### Cell classes on the final placement, run 1

Fill, decap, tap and diode cells in grey.
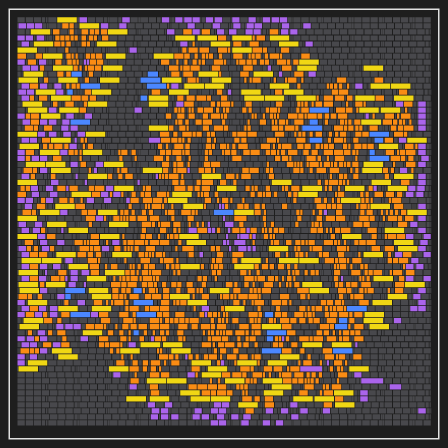
### Cell placement, run 1

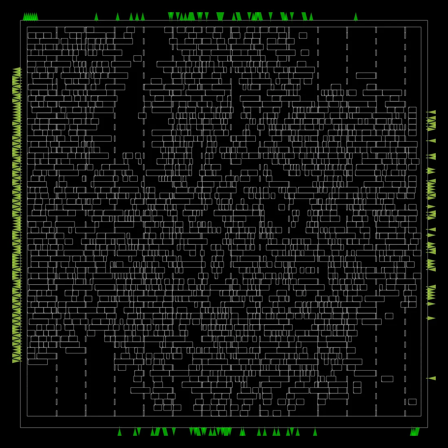
### A small window of the routed layout, run 1

The bar under the picture is 20 µm long. Window x 23 to 73, y 23 to 73 µm. Cells in grey, sequential cells in the stronger grey; small squares are vias.
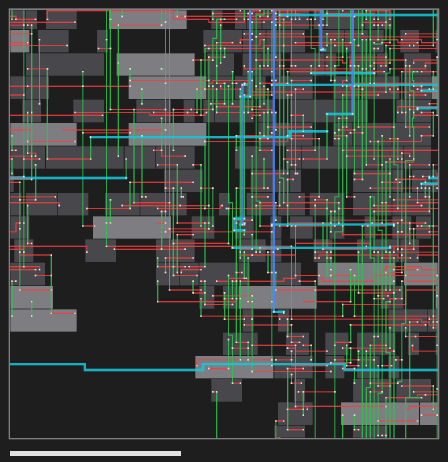
### Routed metal per tile, run 1

The bar under the picture is 50 µm long. 39 x 39 tiles, from black (low) to pale yellow (high), scaled to the fullest tile. Values are wire area over tile area, all layers added.
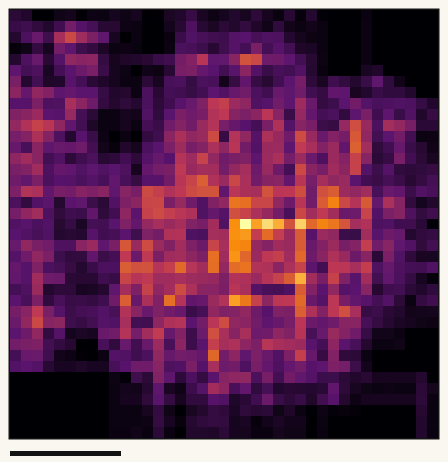
`src/rtl/request_feeder.sv`:
```
// request_feeder: holds one trace request at a time and releases it to the
// downstream request queue once the simulated CPU time reaches its
// timestamp. It also keeps the simulated CPU clock, with a skip-ahead when
// the machine is idle, plus stall and ordering diagnostics.
//
// Handshakes:
//   - Upstream valid/ready: a request moves when req_valid && req_ready on a
//     rising edge. req_ready never depends on req_valid.
//   - Downstream strobe: op_ready_s is a one-cycle strobe. The queue captures
//     opcode_out/address_out on the same edge. The strobe is held off while
//     queue_full is high.

package request_feeder_pkg;
  typedef enum logic [1:0] {
    OP_NONE  = 2'd0,
    OP_READ  = 2'd1,
    OP_WRITE = 2'd2,
    OP_FETCH = 2'd3
  } parsed_op_t;
endpackage

module request_feeder
  import request_feeder_pkg::*;
#(
  parameter int TIME_WIDTH    = 64,
  parameter int STALL_WIDTH   = 16,
  parameter int ADDRESS_WIDTH = 32
) (
  input  logic                     CPU_clk,
  input  logic                     rst_n,
  input  logic                     req_valid,
  input  logic [TIME_WIDTH-1:0]    req_time,
  input  parsed_op_t               req_opcode,
  input  logic [ADDRESS_WIDTH-1:0] req_address,
  output logic                     req_ready,
  input  logic                     trace_end,
  input  logic                     queue_full,
  input  logic                     queue_empty,
  output logic                     op_ready_s,
  output parsed_op_t               opcode_out,
  output logic [ADDRESS_WIDTH-1:0] address_out,
  output logic [TIME_WIDTH-1:0]    cur_time,
  output logic [STALL_WIDTH-1:0]   stall_cnt,
  output logic                     order_err,
  output logic                     all_done,
  output logic [1:0]               fsm_state
);

  typedef enum logic [1:0] {
    S_EMPTY = 2'd0,
    S_HOLD  = 2'd1,
    S_DONE  = 2'd2
  } state_t;

  localparam logic [TIME_WIDTH-1:0]  TIME_ONE  = 1;
  localparam logic [TIME_WIDTH:0]    TIME_ONEX = 1;
  localparam logic [STALL_WIDTH-1:0] STALL_ONE = 1;

  state_t                   state;
  state_t                   state_next;
  logic [TIME_WIDTH-1:0]    hold_time;
  parsed_op_t               hold_op;
  logic [ADDRESS_WIDTH-1:0] hold_addr;
  logic [TIME_WIDTH-1:0]    prev_time;
  logic                     due;
  logic                     accept;
  logic                     skip_ahead;
  logic [TIME_WIDTH:0]      cur_time_plus1;

  assign fsm_state = state;

  // Held request is due once the simulated clock has reached its timestamp.
  assign due = (state == S_HOLD) && (hold_time <= cur_time);

  // One extra bit so the comparison cannot wrap at the top of the time range.
  assign cur_time_plus1 = {1'b0, cur_time} + TIME_ONEX;
  assign skip_ahead = (state == S_HOLD) && queue_empty &&
                      ({1'b0, hold_time} > cur_time_plus1);

  // State register.
  always_ff @(posedge CPU_clk or negedge rst_n) begin
    if (!rst_n) state <= S_EMPTY;
    else        state <= state_next;
  end

  // Next state and handshake outputs; rst_n gates req_ready so nothing is
  // offered while reset is held.
  always_comb begin
    state_next  = state;
    op_ready_s  = 1'b0;
    req_ready   = 1'b0;
    opcode_out  = OP_NONE;
    address_out = '0;
    all_done    = 1'b0;
    accept      = 1'b0;
    case (state)
      S_EMPTY: begin
        req_ready = rst_n;
        accept    = req_valid && req_ready;
        if (accept)         state_next = S_HOLD;
        else if (trace_end) state_next = S_DONE;
      end
      S_HOLD: begin
        opcode_out  = hold_op;
        address_out = hold_addr;
        op_ready_s  = due && !queue_full;
        req_ready   = rst_n && op_ready_s;
        accept      = req_valid && req_ready;
        if (op_ready_s && !accept) state_next = S_EMPTY;
      end
      S_DONE: begin
        all_done = queue_empty;
      end
      default: state_next = S_EMPTY;
    endcase
  end

  // Hold register and ordering check, loaded on every accept.
  always_ff @(posedge CPU_clk or negedge rst_n) begin
    if (!rst_n) begin
      hold_time <= '0;
      hold_op   <= OP_NONE;
      hold_addr <= '0;
      prev_time <= '0;
      order_err <= 1'b0;
    end else if (accept) begin
      hold_time <= req_time;
      hold_op   <= req_opcode;
      hold_addr <= req_address;
      prev_time <= req_time;
      if (req_time < prev_time) order_err <= 1'b1;
    end
  end

  // Simulated CPU clock: jumps to an idle-wait target, otherwise counts up and
  // saturates; frozen once the trace is done.
  always_ff @(posedge CPU_clk or negedge rst_n) begin
    if (!rst_n) begin
      cur_time <= '0;
    end else if (state != S_DONE) begin
      if (skip_ahead)          cur_time <= hold_time;
      else if (cur_time != '1) cur_time <= cur_time + TIME_ONE;
    end
  end

  // Cycles in which a due request was blocked by a full queue.
  always_ff @(posedge CPU_clk or negedge rst_n) begin
    if (!rst_n)                              stall_cnt <= '0;
    else if (due && queue_full && stall_cnt != '1) stall_cnt <= stall_cnt + STALL_ONE;
  end

endmodule

```
`config.mk`:
```
export PLATFORM = sky130hd
export DESIGN_NAME = request_feeder
export DESIGN_NICKNAME = d
export VERILOG_FILES = /design/src/rtl/request_feeder.sv
export SDC_FILE = /design/constraint.sdc
export NUM_CORES = 1
export LEC_CHECK = 0
export CORE_MARGIN = 3
export CORE_UTILIZATION = 40
export CTS_CLUSTER_DIAMETER = 50
export DETAILED_ROUTE_END_ITERATION = 6
export GPL_TIMING_DRIVEN = 0
export PLACE_DENSITY = 0.65
export SYNTH_ARGS = -nofsm -noshare
export SYNTH_HDL_FRONTEND = slang
export SYNTH_SLANG_ARGS = --single-unit
```
`constraint.sdc`:
```
create_clock -name CPU_clk -period 15.15 [get_ports CPU_clk]
set_clock_uncertainty 0.15 [all_clocks]
set_input_delay 3.7875 -clock CPU_clk [delete_from_list [all_inputs] [get_ports CPU_clk]]
set_output_delay 3.7875 -clock CPU_clk [all_outputs]
set_load 0.005 [all_outputs]
```
==> impl_metrics.env, run 1 <==
# source this file to load flow results
export IMPL_power_uw=2260
export IMPL_design_area_mm2=0.0175
export IMPL_synth_area_yosys_mm2=0.0141
export IMPL_grt_setup_unrepaired="no"
export IMPL_seqPwrFrac_pct=36.4
export IMPL_cp_required_ns=11.21
export IMPL_instances_no_fill=2206
export IMPL_min_path_type="reg -> reg"
export IMPL_fp_util_pct=40.6
export IMPL_routed_via_density=5.73
export IMPL_dieArea_mm2=0.0375
export IMPL_area_growth_pct=24.5
export IMPL_n_antenna_cell=0
export IMPL_cts_buffers=17
export IMPL_arrival_ns=5.42
export IMPL_sw_frac_of_total_pct=40.8
export IMPL_synth_main_ff_cell="dfrtp_1"
export IMPL_die_height_um=194
export IMPL_path_class="in -> out"
export IMPL_synth_area_mm2=0.0141
export IMPL_post_route_util_pct=50.6
export IMPL_setup_violations_final=0
export IMPL_cts_hold_buf=0
export IMPL_maxSlewHeadroom_pct=11.1
export IMPL_cp_startpoint="queue_full"
export IMPL_first_global_vias=12900
export IMPL_ff2ff_setup_slack_ns=8.53
export IMPL_grt_pass1_wl_um=73800
export IMPL_ctsResizeCount=0
export IMPL_power_switching_uw=924
export IMPL_drcViolationCount=0
export IMPL_synth_warnings=0
export IMPL_reg2reg_from="cur_time[10]"
export IMPL_cts_setup_buffers=0
export IMPL_largest_area_cell="dfrtp_1"
export IMPL_cp_end_kind="primary output"
export IMPL_synth_most_common_cell="ha_1"
export IMPL_p_int_uw=1340
export IMPL_cts_root_buf="clkbuf_16"
export IMPL_tool_warnings=29
export IMPL_drtPass1Iterations=5
export IMPL_top_cells_by_count="193 x ha_1, 181 x dfrtp_1, 137 x inv_1"
export IMPL_ios=224
export IMPL_antenna_found_initial=1
export IMPL_nets=2035
export IMPL_r2r_end="cur_time[60]"
export IMPL_fp_row_count=68
export IMPL_final_hold_viol_count=0
export IMPL_p_clk_share_pct=20.4
export IMPL_initialDrtViolationCount=904
export IMPL_gp_congestion=0.926
export IMPL_grt_max_degree=107
export IMPL_worst_pin_slew_ns=1.32
export IMPL_cp_endpoint="req_ready"
export IMPL_finalCriticalPeriod_ns=9.35
export IMPL_ys_flops=181
export IMPL_enable_flop_cells=0
export IMPL_startpoint_type="primary input"
export IMPL_drive_above_1_share_pct=10.5
export IMPL_yosysSeqAreaShare_pct=32.2
export IMPL_regArea_mm2=0.00453
export IMPL_ys_cells=1494
export IMPL_synth_distinct_cells=77
export IMPL_synth_cells=1494
export IMPL_port_buffers=223
export IMPL_dp_hpwl_um=36400
export IMPL_post_route_period_util_pct=61.7
export IMPL_cts_sinks=181
export IMPL_insertion_delay_ns=0.47
export IMPL_hp_start="order_err"
export IMPL_cts_tree="built"
export IMPL_place_area_mm2=0.0169
export IMPL_power_density_mw_per_mm2=129
export IMPL_cap_violations=0
export IMPL_dp_cells=2174
export IMPL_top_area_share_pct=32.2
export IMPL_finalMaxSlewViolations=0
export IMPL_reg2regPathDepth=17
export IMPL_path_clk_slew_ns=0.08
export IMPL_path_max_fanout=5
export IMPL_p_leak_uw=0.00798
export IMPL_logic_area_mm2=0.00875
export IMPL_avgSynthCellArea_um2=9.42
export IMPL_p_comb_share_pct=43.2
export IMPL_area_leaders="dfrtp_1 32%, ha_1 17%, mux2_2 8.4%"
export IMPL_synth_nets=1791
export IMPL_status="finished clean"
export IMPL_detail_route_antenna_nets=0
export IMPL_clk_path_buf_depth=2
export IMPL_async_reset_ff_share_pct=100
export IMPL_grt_overflow=0
export IMPL_dieWidth_um=194
export IMPL_fmax_ghz=0.107
export IMPL_htreeDepth=4
export IMPL_irDropWorstVdd_mv=0.0975
Notes on 'Cell classes on the final placement' above:
class	colour	cells	share of their area
other buffers and delay cells	purple	277	15%
all other logic	orange	1261	55%
clock drivers and dummy loads	blue	32	3.5%
flops	yellow	181	27%

Notes on 'Cell placement' above:
registers: 181
Core Box Area: 0.0346 mm²
tap cells: 455
Fillers: 3228

Notes on 'A small window of the routed layout' above:
layer	colour
met3	cyan
met1	red
met2	green
met4	blue
sequential cells in the window	12
netlist names of flops here include	`prev_time` (6), `cur_time` (3), `hold_addr` (3)
most frequent	ha_1 (22), inv_1 (15), dfrtp_1 (12)
cells with their middle in the window	139

Notes on 'Routed metal per tile' above:
tiles over half the peak	7.6%
densest ninth of the die	centre
mean over tiles	0.21
nearly empty tiles	12%
fullest tile	0.89
Vias: 12600
Post-Route WL: 47100 µm
post-DR wirelength/cell: 21.3 µm
Global Route Usage Sum: 25.0%

-- run 1: layout make-up --
type	count	area share (%)
Tap cell	455	3.25
Inverter	137	2.94
Clock buffer	19	2.59
Clock inverter	13	0.778
Timing Repair Buffer	225	13.1
Buffer	52	1.54
Sequential cell	181	25.9
Multi-Input combinational cell	1124	50.0
-- run 1: worst min path at each step --
stage,slack (ns),end,depth (start not counted)
detailed placement,0.30,order_err,2
global route,0.36,stall_cnt[8],1
CTS,0.34,order_err,2
global placement,0.30,order_err,2
finish,0.34,order_err,2
floorplan,0.30,order_err,2
-- run 1: sequential cells by signal, indices dropped and copies added, names as in the netlist --
signal     flops
cur_time      64
hold_op        2
fsm_state      2
hold_addr     32
prev_time     64
order_err      1
stall_cnt     16
-- run 1: worst max-delay path, stage by stage --
cell and delay [ns]:
clkdlybuf4s50_1 0.49, o21ai_0 0.19, a41oi_1 0.10, nor3b_1 0.25
clkdlybuf4s50_1 0.59
-- run 1: cell families after synthesis --
group | share of synthesized area [%]
compound gates | 14.4
mux | 9.45
fa+ha+maj | 17.2
simple gates | 16.3
buf+inv | 5.58
flops | 32.2
xor+xnor | 4.98
-- run 1: layout by cell type, fill, tap and decap left out, drive strengths merged, types with 4 or more instances in the layout --
master,netlist,layout
a211oi,20,20
a21o,41,41
a21oi,81,81
a221oi,18,18
a22oi,4,4
a311oi,5,5
a31oi,18,18
and2,41,41
and3,30,30
and4,12,12
buf,24,27
clkbuf,28,47
clkdlybuf4s50,0,222
clkinvlp,0,4
dfrtp,181,181
ha,193,193
inv,137,143
mux2,110,110
mux2i,9,9
nand2,85,85
nand3,56,56
nand4,53,53
nor2,78,78
nor2b,6,6
nor3,26,26
nor3b,4,4
nor4,27,27
o211ai,13,13
o21a,7,7
o21ai,47,47
o31a,4,4
or3,4,4
xnor2,65,65
xor2,15,15
-- run 1: metrics by stage --
step / TNS [ns] / setup slack, ns / hold WS (ns)
finish: 0 / 5.80 / 0.335
global route: 0 / 5.62 / 0.358
CTS: 0 / 5.79 / 0.337
detailed placement: 0 / 5.80 / 0.301
global placement: -0.772 / -0.772 / 0.298
floorplan: 0 / 6.98 / 0.304
-- run 1: power by group through the flow --
stage / Sequential (µW) / Clock [µW] / Combinational [µW]
floorplan: 755 / 0 / 688
global placement: 826 / 0 / 931
detailed placement: 831 / 0 / 962
CTS: 823 / 470 / 974
global route: 847 / 490 / 1120
finish: 824 / 462 / 978
-- run 1: metal layers --
metal / up-vias / part of all wire (%) / global-route usage (%)
li1: 5941 / - / -
met3: 86 / 8.3 / 6.58
met5: - / 0.11 / 0
met1: 6130 / 42 / 31.8
met4: 2 / 2.9 / 8.20
met2: 477 / 46 / 41.4
==> inputs of run 2 (changes only) <==
==> constraint.sdc (replaced) <==
create_clock -name CPU_clk -period 9.7 [get_ports CPU_clk]
set_clock_uncertainty 0.15 [all_clocks]
set_input_delay 2.425 -clock CPU_clk [delete_from_list [all_inputs] [get_ports CPU_clk]]
set_output_delay 2.425 -clock CPU_clk [all_outputs]
set_load 0.005 [all_outputs]
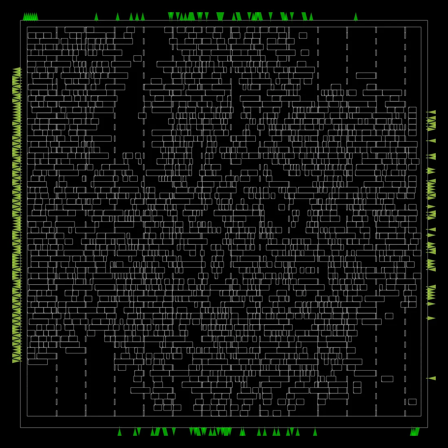
*Cell placement, run 2*
Std-Cell Rows: 68
sequential cell area share: 25.9%

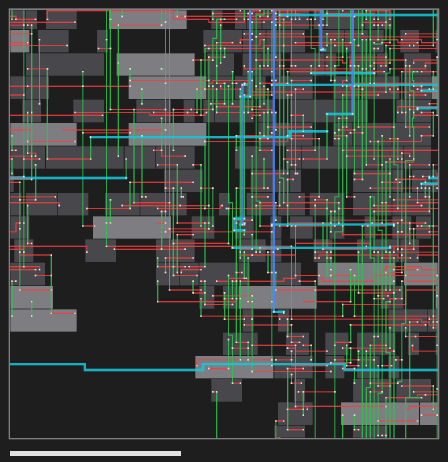
*A small window of the routed layout, run 2*
The bar under the picture is 20 µm long. Window x 23 to 73, y 23 to 73 µm. Cells in grey, sequential cells in the stronger grey; small squares are vias.
layer	colour
met3	cyan
met4	blue
met1	red
met2	green
most frequent	ha_1 (22), inv_1 (15), dfrtp_1 (12)
cells with their middle in the window	139
netlist names of flops here include	`prev_time` (6), `cur_time` (3), `hold_addr` (3)
sequential cells in the window	12

==> impl_metrics.env, run 2 <==
# source this file to load flow results
export IMPL_routed_via_density=5.73
export IMPL_yosysSeqAreaShare_pct=32.2
export IMPL_final_hold_viol_count=0
export IMPL_grt_overflow=0
export IMPL_avgSynthCellArea_um2=9.42
export IMPL_finalMaxSlewViolations=0
export IMPL_ctsResizeCount=0
export IMPL_synth_area_mm2=0.0141
export IMPL_slowest_stage="nor3_1"
export IMPL_reg_largest_list="cur_time (64), prev_time (64), hold_addr (32)"
export IMPL_crit_family="simple AND/OR/NAND/NOR gates"
export IMPL_irDropWorstVdd_mv=0.152
export IMPL_startpoint_type="flop"
export IMPL_dpl_worst_slack_ns=2.82
export IMPL_worst_pin_slew_ns=1.32
export IMPL_p_leak_uw=0.00798
export IMPL_arrival_ns=4.90
export IMPL_cp_num_buf_inv=4
export IMPL_fillers=3228
export IMPL_largest_area_cell="dfrtp_1"
export IMPL_htreeDepth=4
export IMPL_power_density_mw_per_mm2=202
export IMPL_enable_flop_cells=0
export IMPL_maxSlewHeadroom_pct=11.1
export IMPL_dieArea_mm2=0.0375
export IMPL_ios=224
export IMPL_synth_cells=1494
export IMPL_fmax_ghz=0.134
export IMPL_cts_tree="built"
export IMPL_drcViolationCount=0
export IMPL_grt_pass1_wl_um=73800
export IMPL_drt_total_wl_um=47100
export IMPL_layout_top_cells="222 x clkdlybuf4s50_1, 193 x ha_1, 181 x dfrtp_1"
export IMPL_grt_max_degree=107
export IMPL_tool_warnings=29
export IMPL_port_buffers=223
export IMPL_fp_util_pct=40.6
export IMPL_path_cells="clkbuf_1, inv_1, ha_1, nand4_1, nor3_1, nand4_1, o21bai_1, a31oi_1, clkbuf_1, nor3b_1, clkdlybuf4s50_1"
export IMPL_synth_warnings=0
export IMPL_cp_end_kind="primary output"
export IMPL_insertion_delay_ns=0.47
export IMPL_ys_cells=1494
export IMPL_drive_above_1_share_pct=10.5
export IMPL_status="finished clean"
export IMPL_core_mm2=0.0346
export IMPL_antenna_found_initial=1
export IMPL_synth_main_ff_cell="dfrtp_1"
export IMPL_path_class="reg -> out"
export IMPL_dieWidth_um=194
export IMPL_track_usage_pct=25.0
export IMPL_path_clk_slew_ns=0.08
export IMPL_cts_sinks=181
export IMPL_clk_path_buf_depth=2
export IMPL_min_path_type="reg -> reg"
export IMPL_n_antenna_cell=0
export IMPL_synth_area_yosys_mm2=0.0141
export IMPL_wl_per_cell_um=21.3
export IMPL_fin_hold_ws_ns=0.335
export IMPL_cts_buffers=17
export IMPL_top_area_share_pct=32.2
export IMPL_grt_setup_unrepaired="no"
export IMPL_synth_distinct_cells=77
export IMPL_post_route_period_util_pct=77.0
export IMPL_synth_nets=1791
export IMPL_ff2ff_setup_slack_ns=3.08
export IMPL_cp_required_ns=7.13
export IMPL_slowest_delay_ns=0.69
export IMPL_async_reset_ff_share_pct=100
export IMPL_cap_violations=0
export IMPL_drtPass1Iterations=5
export IMPL_die_height_um=194
export IMPL_vias=12600
export IMPL_cts_hold_buf=0
export IMPL_gp_congestion=0.926
export IMPL_cts_root_buf="clkbuf_16"
export IMPL_nets=2035
export IMPL_top_cells_by_count="193 x ha_1, 181 x dfrtp_1, 137 x inv_1"
export IMPL_cts_setup_buffers=0
export IMPL_finalCriticalPeriod_ns=7.47
export IMPL_post_route_util_pct=50.6
export IMPL_setup_violations_final=0
export IMPL_area_growth_pct=24.5
export IMPL_first_global_vias=12900
export IMPL_setup_slack_ns=2.23
export IMPL_initialDrtViolationCount=904
export IMPL_detail_route_antenna_nets=0
export IMPL_path_max_fanout=10
export IMPL_mostFrequentLayoutCell="clkdlybuf4s50_1"
export IMPL_area_leaders="dfrtp_1 32%, ha_1 17%, mux2_2 8.4%"
export IMPL_synth_most_common_cell="ha_1"
export IMPL_ys_flops=181
export IMPL_dp_hpwl_um=36400
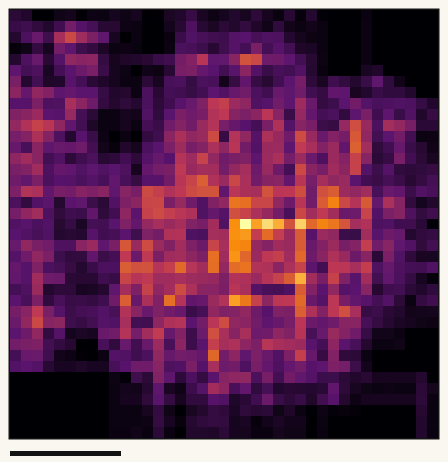
*Routed metal per tile, run 2*
The bar under the picture is 50 µm long. 39 x 39 tiles, from black (low) to pale yellow (high), scaled to the fullest tile. Values are wire area over tile area, all layers added.
densest ninth of the die	centre
mean over tiles	0.21
tiles over half the peak	7.6%
fullest tile	0.89

run 2: cell counts after synthesis:
No cell type changed its count.
run 2: path summary, 6_finish.rpt:
kind	end	cells after the start	from
max	op_ready_s	11	cur_time[63]
min in group asynchronous	prev_time[17]	1	rst_n
max in group asynchronous	hold_op[0]	3	rst_n
min reg2reg	order_err	2	order_err
max reg2reg	cur_time[60]	17	cur_time[10]
min	order_err	2	order_err
run 2: kinds of logic (layout without fill, tap and decap cells):
family | count (synthesis) | in the layout | synth area share (%)
AND/OR/NAND/NOR | 435 | 435 | 16.3
AND-OR/OR-AND | 297 | 297 | 14.4
adder cells (fa/ha/maj) | 193 | 193 | 17.2
buffers and inverters | 189 | 446 | 5.58
flip-flops | 181 | 181 | 32.2
multiplexers | 119 | 119 | 9.45
XOR/XNOR | 80 | 80 | 4.98
run 2: cell type report:
| class | instances | area [µm²] | share of cell area (%) |
|---|---|---|---|
| multi-input combinational | 1124 | 8750 | 50.0 |
| sequential | 181 | 4530 | 25.9 |
| timing repair buffer | 225 | 2290 | 13.1 |
| tap | 455 | 569 | 3.25 |
| inverter | 137 | 514 | 2.94 |
| clock buffer | 19 | 453 | 2.59 |
| buffer | 52 | 270 | 1.54 |
| clock inverter | 13 | 136 | 0.778 |
run 2: worst register-to-register path: cells and delay by family (launching register included):
kind                       cells  cell delay [ns]
buffers and inverters          3             0.75
AOI/OAI and AO/OA              6             1.52
and+or+nand+nor                6             3.27
adders and majority gates      1             0.35
DFF                            1             0.38
xor gates and xnor gates       1             0.14
run 2: per-layer routing:
layer | wire length [µm] | up-vias | share of wire (%) | global-route usage, %
met2 | 21800 | 477 | 46 | 41.4
met5 | 51 | - | 0.11 | 0
met3 | 3890 | 86 | 8.3 | 6.58
met4 | 1360 | 2 | 2.9 | 8.20
met1 | 20000 | 6130 | 42 | 31.8
li1 | - | 5941 | - | -
run 2: power by group:
group	internal, µW	switching, µW	total, µW	leakage [µW]
registers	989	298	1290	0.00215
logic	748	779	1530	0.00556
clock network	356	366	722	0.000277
run 2: stage by stage:
step | power (µW) | setup TNS (ns) | std cells | cell area [µm²]
after floorplan | 2250 | 0 | 1494 | 14100
after global placement | 2750 | -720.46 | 2172 | 16900
after detailed placement | 2800 | 0 | 2174 | 16900
after CTS | 3540 | 0 | 2206 | 17500
after global routing | 3840 | 0 | 2206 | 17500
final | 3540 | 0 | 2206 | 17500
==> inputs of run 3 (changes only) <==
==> constraint.sdc (replaced) <==
create_clock -name CPU_clk -period 7.31 [get_ports CPU_clk]
set_clock_uncertainty 0.15 [all_clocks]
set_input_delay 1.8275 -clock CPU_clk [delete_from_list [all_inputs] [get_ports CPU_clk]]
set_output_delay 1.8275 -clock CPU_clk [all_outputs]
set_load 0.005 [all_outputs]
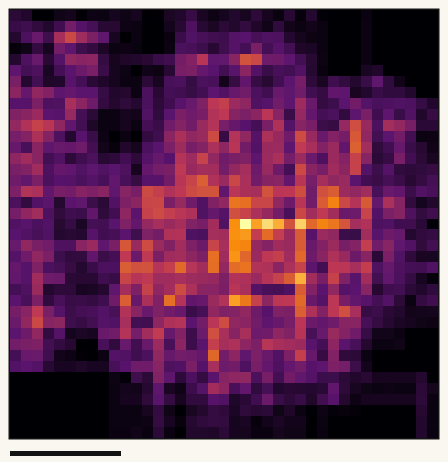
*Routed metal per tile, run 3*
The bar under the picture is 50 µm long. 39 x 39 tiles, from black (low) to pale yellow (high), scaled to the fullest tile. Values are wire area over tile area, all layers added.
densest ninth of the die	centre
nearly empty tiles	12%
mean over tiles	0.21
fullest tile	0.89
tiles over half the peak	7.6%

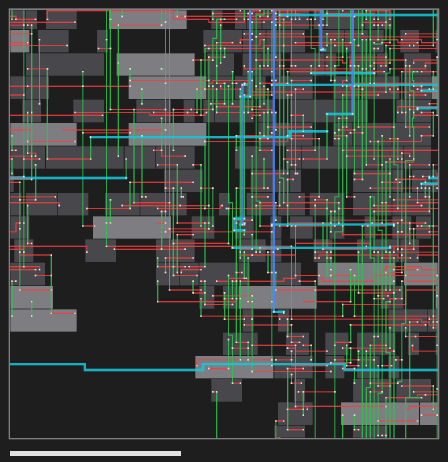
*A small window of the routed layout, run 3*
The bar under the picture is 20 µm long. Window x 23 to 73, y 23 to 73 µm. Cells in grey, sequential cells in the stronger grey; small squares are vias.
layer	colour
met2	green
met3	cyan
met1	red
met4	blue
sequential cells in the window	12
netlist names of flops here include	`prev_time` (6), `cur_time` (3), `hold_addr` (3)
most frequent	ha_1 (22), inv_1 (15), dfrtp_1 (12)
cells with their middle in the window	139

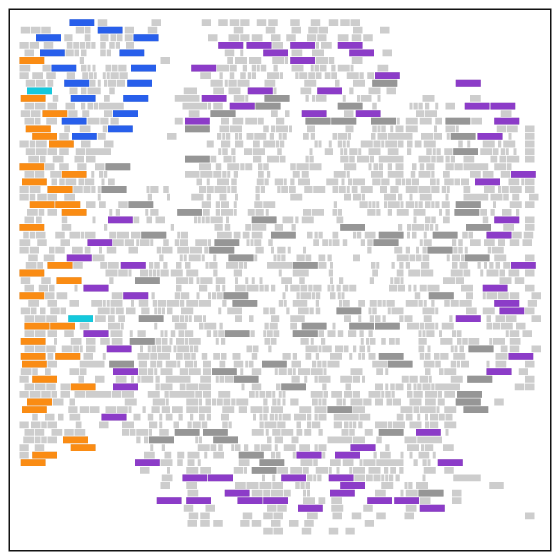
*Sequential cells grouped by signal name, run 3*
Other sequential cells in the stronger grey, the rest of the logic in the fainter grey.
signal	colour	sequential cells
`hold_op`	cyan	2
`prev_time`	purple	64
`stall_cnt`	blue	16
`hold_addr`	orange	32

==> impl_metrics.env, run 3 <==
# source this file to load flow results
export IMPL_nets=2035
export IMPL_power_density_mw_per_mm2=268
export IMPL_mostFrequentLayoutCell="clkdlybuf4s50_1"
export IMPL_synth_warnings=0
export IMPL_area_leaders="dfrtp_1 32%, ha_1 17%, mux2_2 8.4%"
export IMPL_path_max_fanout=10
export IMPL_sw_frac_of_total_pct=40.8
export IMPL_synth_main_ff_cell="dfrtp_1"
export IMPL_detail_route_antenna_nets=0
export IMPL_enable_flop_cells=0
export IMPL_cts_hold_buf=0
export IMPL_track_usage_pct=25.0
export IMPL_dp_hpwl_um=36400
export IMPL_cts_setup_buffers=0
export IMPL_fp_util_pct=40.6
export IMPL_p_clk_share_pct=20.4
export IMPL_drive_above_1_share_pct=10.5
export IMPL_reg2reg_from="cur_time[10]"
export IMPL_fillers=3228
export IMPL_maxSlewHeadroom_pct=11.1
export IMPL_antenna_found_initial=1
export IMPL_drtPass1Iterations=5
export IMPL_area_growth_pct=24.5
export IMPL_final_hold_viol_count=0
export IMPL_hp_start="order_err"
export IMPL_seqPwrFrac_pct=36.4
export IMPL_tns_ns=0
export IMPL_ios=224
export IMPL_routed_via_density=5.73
export IMPL_cts_root_buf="clkbuf_16"
export IMPL_top_cells_by_count="193 x ha_1, 181 x dfrtp_1, 137 x inv_1"
export IMPL_slowest_stage="nor3_1"
export IMPL_regArea_mm2=0.00453
export IMPL_async_reset_ff_share_pct=100
export IMPL_post_route_period_util_pct=94.1
export IMPL_logic_area_mm2=0.00875
export IMPL_synth_area_mm2=0.0141
export IMPL_core_mm2=0.0346
export IMPL_tool_warnings=29
export IMPL_first_global_vias=12900
export IMPL_avgSynthCellArea_um2=9.42
export IMPL_wl_per_cell_um=21.3
export IMPL_hold_depth=2
export IMPL_drt_total_wl_um=47100
export IMPL_cp_startpoint="cur_time[63]"
export IMPL_synth_cells=1494
export IMPL_dpl_worst_slack_ns=0.786
export IMPL_power_switching_uw=1910
export IMPL_cap_violations=0
export IMPL_n_antenna_cell=0
export IMPL_startpoint_type="flop"
export IMPL_dp_cells=2174
export IMPL_die_height_um=194
export IMPL_reg2regPathDepth=17
export IMPL_path_clk_slew_ns=0.08
export IMPL_dieWidth_um=194
export IMPL_path_cells="clkbuf_1, inv_1, ha_1, nand4_1, nor3_1, nand4_1, o21bai_1, a31oi_1, clkbuf_1, nor3b_1, clkdlybuf4s50_1"
export IMPL_ys_flops=181
export IMPL_p_int_uw=2780
export IMPL_grt_pass1_wl_um=73800
export IMPL_r2r_end="cur_time[60]"
export IMPL_worst_pin_slew_ns=1.32
export IMPL_layout_top_cells="222 x clkdlybuf4s50_1, 193 x ha_1, 181 x dfrtp_1"
export IMPL_setup_violations_final=0
export IMPL_ys_cells=1494
export IMPL_hold_path_end="order_err"
export IMPL_fmax_ghz=0.145
export IMPL_cts_buffers=17
export IMPL_finalCriticalPeriod_ns=6.88
export IMPL_yosysSeqAreaShare_pct=32.2
export IMPL_status="finished clean"
export IMPL_finalMaxSlewViolations=0
export IMPL_p_comb_share_pct=43.2
export IMPL_ff2ff_setup_slack_ns=0.69
export IMPL_grt_max_degree=107
export IMPL_insertion_delay_ns=0.47
export IMPL_arrival_ns=4.90
export IMPL_cp_end_kind="primary output"
export IMPL_synth_nets=1791
export IMPL_ctsResizeCount=0
export IMPL_top_area_share_pct=32.2
export IMPL_cts_tree="built"
export IMPL_grt_setup_unrepaired="no"
export IMPL_slowest_delay_ns=0.69
export IMPL_irDropWorstVdd_mv=0.202
export IMPL_clk_path_buf_depth=2
export IMPL_instances_no_fill=2206
export IMPL_cp_required_ns=5.33
export IMPL_p_leak_uw=0.00798
export IMPL_min_path_type="reg -> reg"
export IMPL_gp_congestion=0.926
export IMPL_dieArea_mm2=0.0375
export IMPL_initialDrtViolationCount=904
export IMPL_cts_sinks=181
export IMPL_path_class="reg -> out"
export IMPL_htreeDepth=4
export IMPL_port_buffers=223
export IMPL_reg_largest_list="cur_time (64), prev_time (64), hold_addr (32)"
export IMPL_setup_slack_ns=0.435
export IMPL_synth_area_yosys_mm2=0.0141
export IMPL_synth_distinct_cells=77
export IMPL_grt_overflow=0
export IMPL_drcViolationCount=0
export IMPL_fp_row_count=68
export IMPL_synth_most_common_cell="ha_1"
export IMPL_largest_area_cell="dfrtp_1"
export IMPL_vias=12600
[run 3: cell counts after synthesis]
No cell type changed its count.
[run 3: cell families after synthesis]
kind of cell | count (synthesis) | share of synthesized area (%)
XOR/XNOR | 80 | 4.98
flip-flops | 181 | 32.2
buffers and inverters | 189 | 5.58
AND/OR/NAND/NOR | 435 | 16.3
AND-OR/OR-AND | 297 | 14.4
multiplexers | 119 | 9.45
adder cells (fa/ha/maj) | 193 | 17.2
[run 3: critical path: cells and delay by family, from the launching register on]
family	cells	cell delay [ns]
adders and majority gates	1	0.31
buffers and inverters	4	1.30
and+or+nand+nor	4	1.39
AOI/OAI and AO/OA	2	1.04
DFF	1	0.37
[run 3: cell type report]
class / count / area share (%)
plain buffers: 52 / 1.54
clock buffers: 19 / 2.59
clock inverters: 13 / 0.778
inverters: 137 / 2.94
multi-input cells: 1124 / 50.0
flip-flops and latches: 181 / 25.9
well taps: 455 / 3.25
repair buffers: 225 / 13.1
[run 3: worst max path at each step]
stage | depth (start not counted) | endpoint
after floorplan | 17 | cur_time[55]
after global placement | 6 | prev_time[46]
after detailed placement | 17 | cur_time[60]
after CTS | 12 | op_ready_s
after global routing | 11 | op_ready_s
final | 11 | op_ready_s
[run 3: metal layers]
| metal | vias up | global-route usage, % | wire length (µm) |
|---|---|---|---|
| met1 | 6130 | 31.8 | 20000 |
| met2 | 477 | 41.4 | 21800 |
| met5 | - | 0 | 51 |
| met3 | 86 | 6.58 | 3890 |
| li1 | 5941 | - | - |
| met4 | 2 | 8.20 | 1360 |
[run 3: per-stage QoR]
step / total power [µW] / instance area [µm²] / util [%] / hold WS, ns
final: 4690 / 17500 / 50.6 / 0.335
after global routing: 5100 / 17500 / 50.6 / 0.358
after CTS: 4700 / 17500 / 50.6 / 0.337
after detailed placement: 3720 / 16900 / 48.9 / 0.301
after global placement: 3640 / 16900 / 48.7 / 0.298
after floorplan: 2990 / 14100 / - / 0.304
[run 3: power by group through the flow]
stage | combinational, µW | sequential (µW) | clock [µW]
after global routing | 2330 | 1760 | 1020
after CTS | 2020 | 1710 | 974
after floorplan | 1420 | 1570 | 0
after global placement | 1930 | 1710 | 0
final | 2030 | 1710 | 958
after detailed placement | 1990 | 1720 | 0
Power is estimated from default activity; no workload was simulated.
